$ cat src/rtl/mem_stage_if.sv
// Data-memory port of the memory-access stage: registered request side, ack/rdata completion side.
interface mem_stage_if;
  logic        dmem_req;
  logic        dmem_we;
  logic [31:0] dmem_addr;
  logic [3:0]  dmem_be;
  logic [31:0] dmem_wdata;
  logic        dmem_ack;
  logic [31:0] dmem_rdata;

  modport master (
    output dmem_req, dmem_we, dmem_addr, dmem_be, dmem_wdata,
    input  dmem_ack, dmem_rdata
  );

  modport slave (
    input  dmem_req, dmem_we, dmem_addr, dmem_be, dmem_wdata,
    output dmem_ack, dmem_rdata
  );
endinterface

$ cat src/rtl/mem_stage.sv
// Memory-access stage: byte/half/word loads and stores over req/ack, 1-cycle ALU passthrough, >=2 cycles
// for memory ops; stall_out holds upstream while an access is outstanding. Optional ack timeout: MEM_STAGE_TIMEOUT_EN.
module mem_stage #(
  parameter int TIMEOUT_CYCLES = 16
) (
  input  logic        clk,
  input  logic        rst,
  input  logic        valid_in,
  input  logic [6:0]  ctrl_in,
  input  logic [2:0]  dst_idx_in,
  input  logic [31:0] execute_result_in,
  input  logic [31:0] store_data_in,
  output logic        stall_out,
  mem_stage_if.master dmem,
  output logic        valid_out,
  output logic [6:0]  ctrl_out,
  output logic [2:0]  dst_idx_out,
  output logic [31:0] wb_data_out,
  output logic        misalign_out,
  output logic        bus_err_out
);

  typedef enum logic {IDLE, REQ} state_t;

  state_t      state;
  logic        req_q;
  logic        we_q;
  logic [31:0] addr_q;
  logic [3:0]  be_q;
  logic [31:0] wdata_q;
  logic [31:0] exe_q;
  logic        rd_q;

  logic        is_mem;
  logic        misaligned;
  logic        accept;
  logic        timeout;
  logic [3:0]  be_nxt;
  logic [31:0] wdata_nxt;
  logic [31:0] load_data;
  logic [31:0] shifted;

  assign dmem.dmem_req   = req_q;
  assign dmem.dmem_we    = we_q;
  assign dmem.dmem_addr  = addr_q;
  assign dmem.dmem_be    = be_q;
  assign dmem.dmem_wdata = wdata_q;

  assign is_mem = ctrl_in[0] | ctrl_in[1];
  assign accept = valid_in & is_mem & ~misaligned;

  always_comb begin
    misaligned = 1'b0;
    be_nxt     = 4'b1111;
    wdata_nxt  = store_data_in;
    case (ctrl_in[4:3])
      2'b00: begin
        be_nxt    = 4'b0001 << execute_result_in[1:0];
        wdata_nxt = {4{store_data_in[7:0]}};
      end
      2'b01: begin
        misaligned = execute_result_in[0];
        be_nxt     = execute_result_in[1] ? 4'b1100 : 4'b0011;
        wdata_nxt  = {2{store_data_in[15:0]}};
      end
      default: misaligned = |execute_result_in[1:0];
    endcase
  end

  // Lane select and extension use the size/sign bits latched at acceptance.
  always_comb begin
    shifted   = dmem.dmem_rdata >> {exe_q[1:0], 3'b000};
    load_data = dmem.dmem_rdata;
    case (ctrl_out[4:3])
      2'b00:   load_data = ctrl_out[5] ? {{24{shifted[7]}}, shifted[7:0]} : {24'b0, shifted[7:0]};
      2'b01:   load_data = ctrl_out[5] ? {{16{shifted[15]}}, shifted[15:0]} : {16'b0, shifted[15:0]};
      default: load_data = dmem.dmem_rdata;
    endcase
  end

`ifdef MEM_STAGE_TIMEOUT_EN
  localparam int CW = $clog2(TIMEOUT_CYCLES + 1);
  logic [CW-1:0] to_cnt;
  logic          bus_err_q;

  assign timeout     = (state == REQ) && !dmem.dmem_ack && (to_cnt == CW'(TIMEOUT_CYCLES));
  assign bus_err_out = bus_err_q;

  always_ff @(posedge clk) begin
    if (rst) begin
      to_cnt    <= '0;
      bus_err_q <= 1'b0;
    end else begin
      bus_err_q <= 1'b0;
      if (state == IDLE) begin
        to_cnt <= '0;
      end else if (timeout) begin
        bus_err_q <= 1'b1;
      end else if (!dmem.dmem_ack) begin
        to_cnt <= to_cnt + 1'b1;
      end
    end
  end
`else
  assign timeout     = 1'b0;
  assign bus_err_out = 1'b0;
`endif

  assign stall_out = (state == IDLE) ? accept : (!dmem.dmem_ack && !timeout);

  always_ff @(posedge clk) begin
    if (rst) begin
      state        <= IDLE;
      req_q        <= 1'b0;
      we_q         <= 1'b0;
      addr_q       <= '0;
      be_q         <= '0;
      wdata_q      <= '0;
      exe_q        <= '0;
      rd_q         <= 1'b0;
      valid_out    <= 1'b0;
      ctrl_out     <= '0;
      dst_idx_out  <= '0;
      wb_data_out  <= '0;
      misalign_out <= 1'b0;
    end else begin
      misalign_out <= 1'b0;
      case (state)
        IDLE: begin
          ctrl_out    <= ctrl_in;
          dst_idx_out <= dst_idx_in;
          exe_q       <= execute_result_in;
          if (valid_in && is_mem) begin
            valid_out <= 1'b0;
            if (misaligned) begin
              misalign_out <= 1'b1;
            end else begin
              // Read+write together is a write: the write wins, no load data returned.
              req_q   <= 1'b1;
              we_q    <= ctrl_in[1];
              rd_q    <= ctrl_in[0] & ~ctrl_in[1];
              addr_q  <= {execute_result_in[31:2], 2'b00};
              be_q    <= be_nxt;
              wdata_q <= wdata_nxt;
              state   <= REQ;
            end
          end else begin
            valid_out   <= valid_in;
            wb_data_out <= execute_result_in;
          end
        end
        REQ: begin
          if (dmem.dmem_ack) begin
            req_q       <= 1'b0;
            valid_out   <= 1'b1;
            wb_data_out <= (ctrl_out[6] && rd_q) ? load_data : exe_q;
            state       <= IDLE;
          end else if (timeout) begin
            req_q <= 1'b0;
            state <= IDLE;
          end
        end
        default: state <= IDLE;
      endcase
    end
  end

endmodule

$ cat src/flat_wrapper.sv
// flat-port wrapper written by rule: the top's interface ports become plain ports
module mem_stage_flat 
#(
  parameter int TIMEOUT_CYCLES = 16
)
  (clk, rst, valid_in, ctrl_in, dst_idx_in, execute_result_in, store_data_in, stall_out, valid_out, ctrl_out, dst_idx_out, wb_data_out, misalign_out, bus_err_out, dmem_dmem_req, dmem_dmem_we, dmem_dmem_addr, dmem_dmem_be, dmem_dmem_wdata, dmem_dmem_ack, dmem_dmem_rdata);
  mem_stage_if dmem_i ();
  input  logic clk;
  input  logic rst;
  input  logic valid_in;
  input  logic [6:0] ctrl_in;
  input  logic [2:0] dst_idx_in;
  input  logic [31:0] execute_result_in;
  input  logic [31:0] store_data_in;
  output logic stall_out;
  output logic valid_out;
  output logic [6:0] ctrl_out;
  output logic [2:0] dst_idx_out;
  output logic [31:0] wb_data_out;
  output logic misalign_out;
  output logic bus_err_out;
  output wire logic [$bits(dmem_i.dmem_req)-1:0] dmem_dmem_req;
  output wire logic [$bits(dmem_i.dmem_we)-1:0] dmem_dmem_we;
  output wire logic [$bits(dmem_i.dmem_addr)-1:0] dmem_dmem_addr;
  output wire logic [$bits(dmem_i.dmem_be)-1:0] dmem_dmem_be;
  output wire logic [$bits(dmem_i.dmem_wdata)-1:0] dmem_dmem_wdata;
  input wire logic [$bits(dmem_i.dmem_ack)-1:0] dmem_dmem_ack;
  input wire logic [$bits(dmem_i.dmem_rdata)-1:0] dmem_dmem_rdata;
  assign dmem_dmem_req = dmem_i.dmem_req;
  assign dmem_dmem_we = dmem_i.dmem_we;
  assign dmem_dmem_addr = dmem_i.dmem_addr;
  assign dmem_dmem_be = dmem_i.dmem_be;
  assign dmem_dmem_wdata = dmem_i.dmem_wdata;
  assign dmem_i.dmem_ack = dmem_dmem_ack;
  assign dmem_i.dmem_rdata = dmem_dmem_rdata;
  mem_stage #(.TIMEOUT_CYCLES(TIMEOUT_CYCLES)) u_core (.clk(clk), .rst(rst), .valid_in(valid_in), .ctrl_in(ctrl_in), .dst_idx_in(dst_idx_in), .execute_result_in(execute_result_in), .store_data_in(store_data_in), .stall_out(stall_out), .dmem(dmem_i), .valid_out(valid_out), .ctrl_out(ctrl_out), .dst_idx_out(dst_idx_out), .wb_data_out(wb_data_out), .misalign_out(misalign_out), .bus_err_out(bus_err_out));
endmodule
$ cat config.mk
export PLATFORM = sky130hd
export DESIGN_NAME = mem_stage_flat
export DESIGN_NICKNAME = d
export VERILOG_FILES = /design/src/rtl/mem_stage_if.sv /design/src/rtl/mem_stage.sv /design/src/flat_wrapper.sv
export SDC_FILE = /design/constraint.sdc
export NUM_CORES = 1
export LEC_CHECK = 0
export CAP_MARGIN = 30
export CORE_MARGIN = 2
export CORE_UTILIZATION = 46
export DETAILED_ROUTE_END_ITERATION = 8
export GPL_ROUTABILITY_DRIVEN = 0
export GPL_TIMING_DRIVEN = 0
export PLACE_DENSITY = 0.85
export SLEW_MARGIN = 10
export SYNTH_ARGS = -nofsm -noshare
export SYNTH_HDL_FRONTEND = slang
export SYNTH_SLANG_ARGS = --single-unit
$ cat constraint.sdc
create_clock -name clk -period 2.3 [get_ports clk]
set_input_delay 0.23 -clock clk [delete_from_list [all_inputs] [get_ports clk]]
set_output_delay 0.23 -clock clk [all_outputs]
set_load 0.01 [all_outputs]
run_1/floorplan.png
Scale bar: 20 microns. Pins as bars on the die edge.
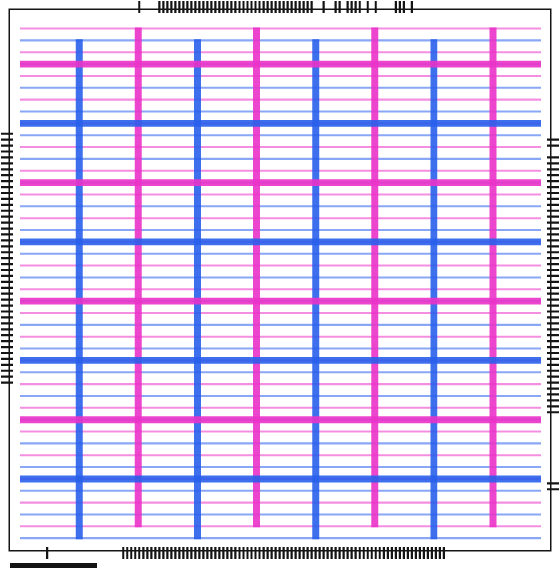
Key: VDD = magenta; VSS = blue
The core has 43 rows. 44 met1 rails follow the rows. 8 straps on met4. 8 straps on met5. 226 signal pins sit on the boundary.
Core Box Area: 0.0140 sq mm
peak supply drop: 549 uV
Die X: 124 microns
Chip Height: 124 microns

run_1/class_map.png
Scale bar: 20 microns.
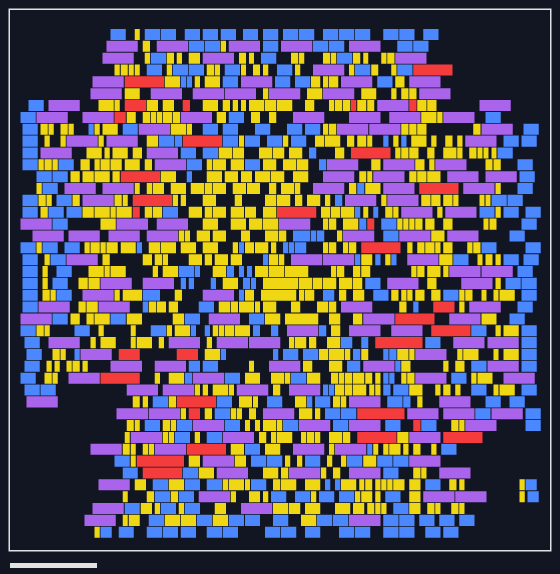
Key: remaining logic cells = yellow [cells 565, share of their area 36%]; clock drivers and dummy loads = red [cells 32, share of their area 6.5%]; remaining buffers and delay cells = blue [cells 291, share of their area 27%]; registers = purple [cells 146, share of their area 31%]
Final Instance Area: 0.00970 sq mm
row cnt: 43

run_1/clock_wires.png
Scale bar: 20 microns.
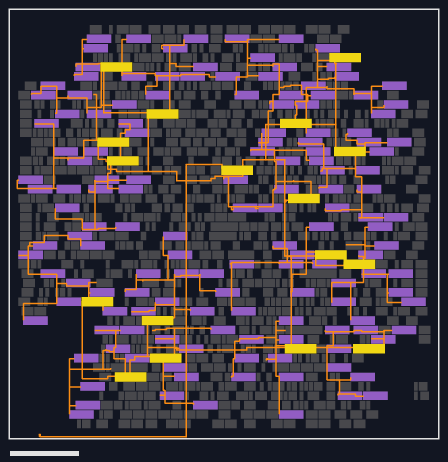
Key: clock-net drivers = yellow [count 17]; flip-flops = purple [count 146]; clock wires = orange [length 1830 microns]
Position of the flops: all over the die. There are 18 routed clock nets.
Worst Skew: 0.00519 ns
clock network fraction of total power: 41.3%
Clock Latency Late Sink: 0.43 ns
Power Clock: 2890 uW

run_1/layers.png
Two of the layers only.
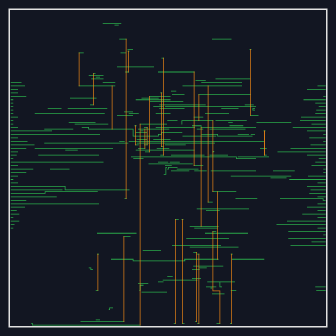
Key: M3 = green [wire length 2110 microns]; M4 = orange [wire length 765 microns]
WL/cell: 19.2 microns
DR vias: 6956
Routed WL: 23300 microns

==> impl_metrics.yaml, run 1 <==
# flow metrics
worst_setup_path:
  path_max_fanout: 10
  cp.depth: 6
  critPathBufInv: 2
  max_stage_delay_ns: 0.36
  worstSetupEndpointType: "flop"
  arrival_ns: 2.48
  startpoint_type: "flop"
  path_class: "flop to flop"
  path_cells: "buf_2 -> nand3_1 -> clkbuf_1 -> a221oi_1 -> o21ai_0 -> a311oi_1"
  critical_path.startpoint: "u_core.state"
  cp.required_ns: 2.63
  reg2reg_depth: 6
pwr:
  p_leak_uw: 0.00370
  combPwrFrac_pct: 18.8
  p_per_area_mw_per_mm2: 721
  p_seq_share_pct: 39.9
  p_sw_share_pct: 26.1
  power.total_uw: 6990
  p_switching_uw: 1820
sta:
  timing.final.max_slew_violations: 0
  period_needed_ns: 2.15
  tightest_slew_ns: 0.736
  final.period_utilization_pct: 93.5
  max_freq_mhz: 465
  rsz0062_at_grt: "no"
  slew_headroom_pct: 50.9
synthesis:
  synth-edff-count: 0
  yosysWarnings: 0
  synthCells: 777
  postSynth.asyncResetShare_pct: 0
  syn_avg_cell_area_sq_um: 8.52
  ys_cells: 777
  ys.flops: 146
finish:
  final_nets: 1131
  drive_above_1_share_pct: 6.29
  final_cells: 1214
placed_design:
  place.port_buffers: 222
  dp_hpwl_microns: 17000
  dp_cells: 1181
  dp_worst_setup_slack_ns: -0.565
clocking:
  clockRootBuffer: "clkbuf_16"
  clk_pin_slew_worst_paths_ns: 0.06
  cts_buffers: 17
  htreeDepth: 4
  cts_tree: "built"
  clk_path_buf_depth: 2
hold_path:
  hold_class: "primary input to flop"
  hp-start: "execute_result_in[11]"
floorplanning:
  io_pins: 226
  die_area_sq_mm: 0.0154
  initCoreUtil_pct: 47.3
global_route:
  grt_antenna_before_repair: 0
  grt_max_degree: 17
  first_global_vias: 6534
  grt_pass1_wl_microns: 35000
routing:
  drc_errors: 0
  ant_nets: 0
  vias_per_cell: 5.73
outcome:
  status: "completed"
run:
  cap_violations: 0
  warnings: 26
==> run 1: sequential cells by signal, summed over array words and instances (netlist names), 3 cells and up <==
| signal | flops |
|---|---|
| u_core.dst_idx_out | 3 |
| u_core.dmem.dmem_addr | 30 |
| u_core.dmem.dmem_wdata | 32 |
| u_core.dmem.dmem_be | 4 |
| u_core.wb_data_out | 32 |
| u_core.exe_q | 32 |
| u_core.ctrl_out | 7 |
==> run 1: timing repair <==
item                                    4_1_cts  5_1_grt
resized                                       5        0
hold buffers                                  0        0
endpoints found under the setup margin        1        0
buffers inserted                              1        0
endpoints found under the hold margin         0        0
==> run 1: logic make-up after synthesis <==
kind of cell / Yosys count / synth area share [%]
flip-flops: 146 / 44.2
AND/OR/NAND/NOR: 252 / 16.3
multiplexers: 75 / 11.7
AND-OR/OR-AND: 224 / 22.4
other: 1 / 0.0567
buffers and inverters: 79 / 5.33
==> run 1: synthesized netlist by cell type, drive strengths merged (2+ instances only) <==
cell	n	share of area, %
a311oi	17	2.2
clkbuf	35	2.0
o211ai	9	1.0
mux4	2	0.68
a2111oi	3	0.49
a31oi	8	0.98
inv	10	0.57
nor3	2	0.15
nand2b	5	0.47
nand2	124	7.0
buf	33	2.7
mux2i	73	11
a2bb2oi	7	0.93
a221oi	7	0.93
o22ai	7	0.66
nor2	77	4.4
a22o	15	2.0
dfxtp	146	44
a21oi	83	6.3
a211oi	35	4.0
o21ai	27	2.0
nor2b	36	3.4
o21a	2	0.23
==> run 1: power by group through the flow <==
stage	combinational, uW	sequential, uW	clock, uW
detailed placement	1280	2840	0
CTS	1300	2790	2890
floorplan	563	2890	0
finish	1310	2790	2890
global placement	1260	2840	0
global route	1400	2810	2990
==> run 1: routing by layer <==
metal / up-vias / track usage, % / part of all wire, %
met5: - / 0 / 0
met4: 0 / 13.2 / 3.3
met3: 61 / 7.60 / 9.0
met2: 389 / 47.2 / 45
met1: 3276 / 39.6 / 42
li1: 3230 / - / -
==> run 1: final timing paths <==
kind,to
worst max register to register,u_core.wb_data_out[4]
worst max-delay path,u_core.wb_data_out[4]
worst min-delay path,u_core.dmem.dmem_addr[11]
worst min register to register,u_core.dmem.dmem_wdata[3]
==> run 1: metrics by stage <==
stage / utilization [%] / instance area [sq um]
2_1_floorplan: - / 6630
3_3_place_gp: 64.9 / 9070
3_5_place_dp: 64.9 / 9070
4_1_cts: 69.3 / 9700
5_1_grt: 69.3 / 9700
6_report: 69.3 / 9700
==> run 1: final cells by class <==
| class | instances | area [sq um] |
|---|---|---|
| well taps | 180 | 225 |
| flip-flops and latches | 146 | 2920 |
| clock inverters | 10 | 130 |
| plain buffers | 68 | 315 |
| clock buffers | 22 | 484 |
| fillers | 1108 | 4290 |
| multi-input cells | 554 | 3350 |
| repair buffers | 223 | 2230 |
| inverters | 11 | 41.3 |
==> run 1: tightest hold or removal path, stage by stage <==
cell and delay (ns):
clkdlybuf4s50_1 0.41, nand2_1 0.06, a21oi_1 0.05
run_1/placed.png
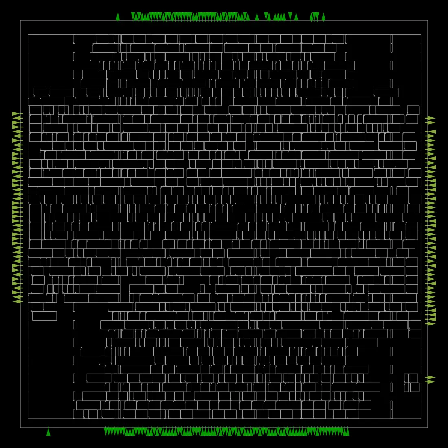

--- run 2 (diff from run 1) ---
--- a/config.mk
+++ b/config.mk
@@ -7,11 +7,12 @@
 export LEC_CHECK = 0
 export CAP_MARGIN = 30
 export CORE_MARGIN = 2
-export CORE_UTILIZATION = 46
+export CORE_UTILIZATION = 37
+export CTS_CLUSTER_SIZE = 30
 export DETAILED_ROUTE_END_ITERATION = 8
 export GPL_ROUTABILITY_DRIVEN = 0
 export GPL_TIMING_DRIVEN = 0
-export PLACE_DENSITY = 0.85
+export PLACE_DENSITY = 0.76
 export SLEW_MARGIN = 10
 export SYNTH_ARGS = -nofsm -noshare
 export SYNTH_HDL_FRONTEND = slang
run_2/placed.png
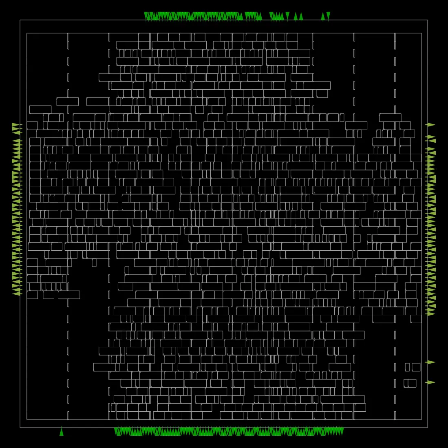
Seq/total area: 29.9%
fillers: 1587
flop count: 146

==> run 2 against run 1 <==
  * Clock skew grew 0.0019 ns
  * Non-clock buffer count unchanged
  * Critical endpoint is now stall_out
  * Worst setup slack gained 0.0039 ns
  * Maximum frequency increased by 0.18%
  * Via count shrank 2.5%
  * Global-route usage fell by 5.3 points
  * Wire length increased by 2.3%
  * Die area rose by 23%
  * Highest routed layer unchanged
  * Utilization decreased by 13 points
  * Clock-buffer cell count stayed put
==> impl_metrics.yaml, run 2 <==
# flow metrics
sta:
  setup_tns_ns: 0
  max_freq_mhz: 466
  hold_viol_final: 0
  period_needed_ns: 2.15
  timing.final.max_slew_violations: 0
  timing.final.ws_setup_ns: 0.152
  rsz0062_at_grt: "no"
  slew_headroom_pct: 49.9
  setup_viol: 0
  tightest_slew_ns: 0.752
  final.period_utilization_pct: 93.4
placed_design:
  dp_hpwl_microns: 17800
  dp_worst_setup_slack_ns: -0.666
  place.port_buffers: 222
clocking:
  clk_pin_slew_worst_paths_ns: 0.06
  cts_tree: "built"
  clock_latency_ns: 0.43
  clk_path_buf_depth: 2
  clockRootBuffer: "clkbuf_16"
  htreeDepth: 4
  cts_sinks: 146
  cts_buffers: 17
run:
  warnings: 26
  cap_violations: 0
synthesis:
  ff_type: "dfxtp_1"
  syn_avg_cell_area_sq_um: 8.52
  top_cell: "dfxtp_1"
  synth_area_sq_mm: 0.00662
  yosysTopAreaCellShare_pct: 44.2
  ys_seq_share_pct: 44.2
  synth.area.top_cells: "dfxtp_1 (44%), mux2i_1 (11%), nand2_1 (7.0%)"
  synthCells: 777
  top_cells_by_count: "dfxtp_1 (146), nand2_1 (124), a21oi_1 (83), nor2_1 (77), mux2i_1 (73)"
  top_area_cell: "dfxtp_1"
  yosysChipArea_sq_mm: 0.00662
  ys_cells: 777
  synth-edff-count: 0
  yosysUniqueCellTypes: 44
  postSynth.asyncResetShare_pct: 0
  ys.flops: 146
  yosysWarnings: 0
global_route:
  grt_overflow: 0
  grt_usage_pct: 25.0
  grt_antenna_before_repair: 0
  first_global_vias: 6358
  grt_pass1_wl_microns: 35500
  grt_max_degree: 17
hold_path:
  hold_path_depth: 3
  hold_class: "primary input to flop"
  hp-start: "execute_result_in[14]"
  holdPathEnd: "u_core.dmem.dmem_addr[14]"
floorplanning:
  initCoreUtil_pct: 38.0
  core_sq_mm: 0.0174
  dieHeight_microns: 138
  die_area_sq_mm: 0.0190
  fp-row-count: 48
  die_w_microns: 138
  io_pins: 226
routing:
  dr.pass1.iters: 5
  vias_per_cell: 5.38
  drc_errors: 0
  ant_nets: 0
  wl_microns: 23800
  vias: 6779
  drt_iter0_markers: 458
  avgRoutedWirePerCell_microns: 18.9
pwr:
  p_per_area_mw_per_mm2: 721
  p_leak_uw: 0.00369
  peakVddDrop_uv: 570
  power.total_uw: 7040
worst_setup_path:
  worstSetupEndpointType: "primary output"
  worstReg2RegEnd: "u_core.wb_data_out[24]"
  cp.required_ns: 2.07
  path_max_fanout: 10
  rr_startpoint: "u_core.ctrl_out[4]"
  reg2reg_depth: 5
  r2r_slack_ns: 0.17
  arrival_ns: 1.92
  path_class: "flop to primary output"
  startpoint_type: "flop"
finish:
  final_nets: 1131
  syn_to_final_growth_pct: 47.6
  drive_above_1_share_pct: 6.00
  lay_top_count: "clkdlybuf4s50_1"
  most-common-layout-cells: "clkdlybuf4s50_1 (221), dfxtp_1 (146), nand2_1 (124)"
  regArea_sq_mm: 0.00292
  mi_logic_area_sq_mm: 0.00335
outcome:
  status: "completed"
run_2/clock_wires.png
Scale bar: 50 microns.
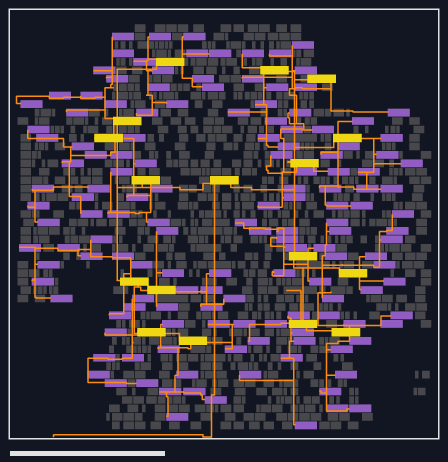
Key: flip-flops = purple [count 146]; clock wires = orange [length 1890 microns]; clock-net drivers = yellow [count 17]
There are 18 routed clock nets. Position of the flops: all over the die.
clock network fraction of total power: 41.8%
Worst Skew: 0.00708 ns
Power Clock: 2940 uW

==> run 2: kinds of logic (layout without fill, tap and decap cells) <==
family	count (synthesis)	in the layout	synth area share (%)
AND/OR/NAND/NOR	252	252	16.3
AND-OR/OR-AND	224	224	22.4
flip-flops	146	146	44.2
buffers and inverters	79	333	5.33
multiplexers	75	75	11.7
other	1	4	0.0567
==> run 2: worst max-delay path: stages, from the launching register on <==
cell	delay (ns)
dfxtp_1	0.30
buf_2	0.17
nor2b_1	0.15
nand4b_1	0.24
clkbuf_8	0.25
nand2_1	0.06
dlygate4sd2_1	0.31
==> run 2: worst max path at each step <==
stage | startpoint | end | slack, ns | cells past startpoint
after detailed placement | ctrl_in[4] | stall_out | -0.67 | 6
after global placement | ctrl_in[4] | stall_out | -0.63 | 6
final | u_core.state | stall_out | 0.15 | 6
after CTS | u_core.ctrl_out[4] | u_core.wb_data_out[24] | 0.17 | 5
after floorplan | u_core.exe_q[1] | u_core.wb_data_out[20] | 0.58 | 6
after global routing | u_core.ctrl_out[4] | u_core.wb_data_out[24] | 0.07 | 5
==> run 2: routing by layer <==
metal / global-route usage, % / up-vias / part of all wire [%]
li1: - / 3230 / -
met1: 31.5 / 3180 / 42
met2: 39.4 / 316 / 45
met3: 6.92 / 53 / 8.7
met4: 11.9 / 0 / 3.8
met5: 0 / - / 0
==> run 2: area by class of cell <==
type                       count  share of cell area (%)
multi-input combinational    554                    34.3
sequential                   146                    29.9
timing repair buffer         223                    22.8
clock buffer                  22                    4.75
buffer                        68                    3.29
tap                          225                    2.88
clock inverter                 9                    1.59
inverter                      11                   0.423
antenna                        1                  0.0256
==> run 2: repair_timing <==
item                       CTS  global route
setup endpoints to repair    1             0
hold buffers                 0             0
gates resized                6             0
buffers inserted             1             0
==> run 2: power breakdown <==
group | internal (uW) | leakage, uW | total [uW] | switching [uW]
registers | 2700 | 0.00120 | 2790 | 90.2
clock network | 1860 | 0.000288 | 2940 | 1080
logic | 656 | 0.00220 | 1310 | 654
total | 5220 | 0.00369 | 7040 | 1820
==> run 2: metrics by stage <==
step	instance area, sq um	instances	util [%]	hold slack (ns)
after floorplan	6630	779	-	0.329
after global placement	9130	1226	52.4	0.441
after detailed placement	9130	1226	52.4	0.447
after CTS	9770	1258	56.1	0.369
after global routing	9770	1258	56.1	0.380
final	9770	1259	56.1	0.376
Power is estimated from default activity; no workload was simulated.
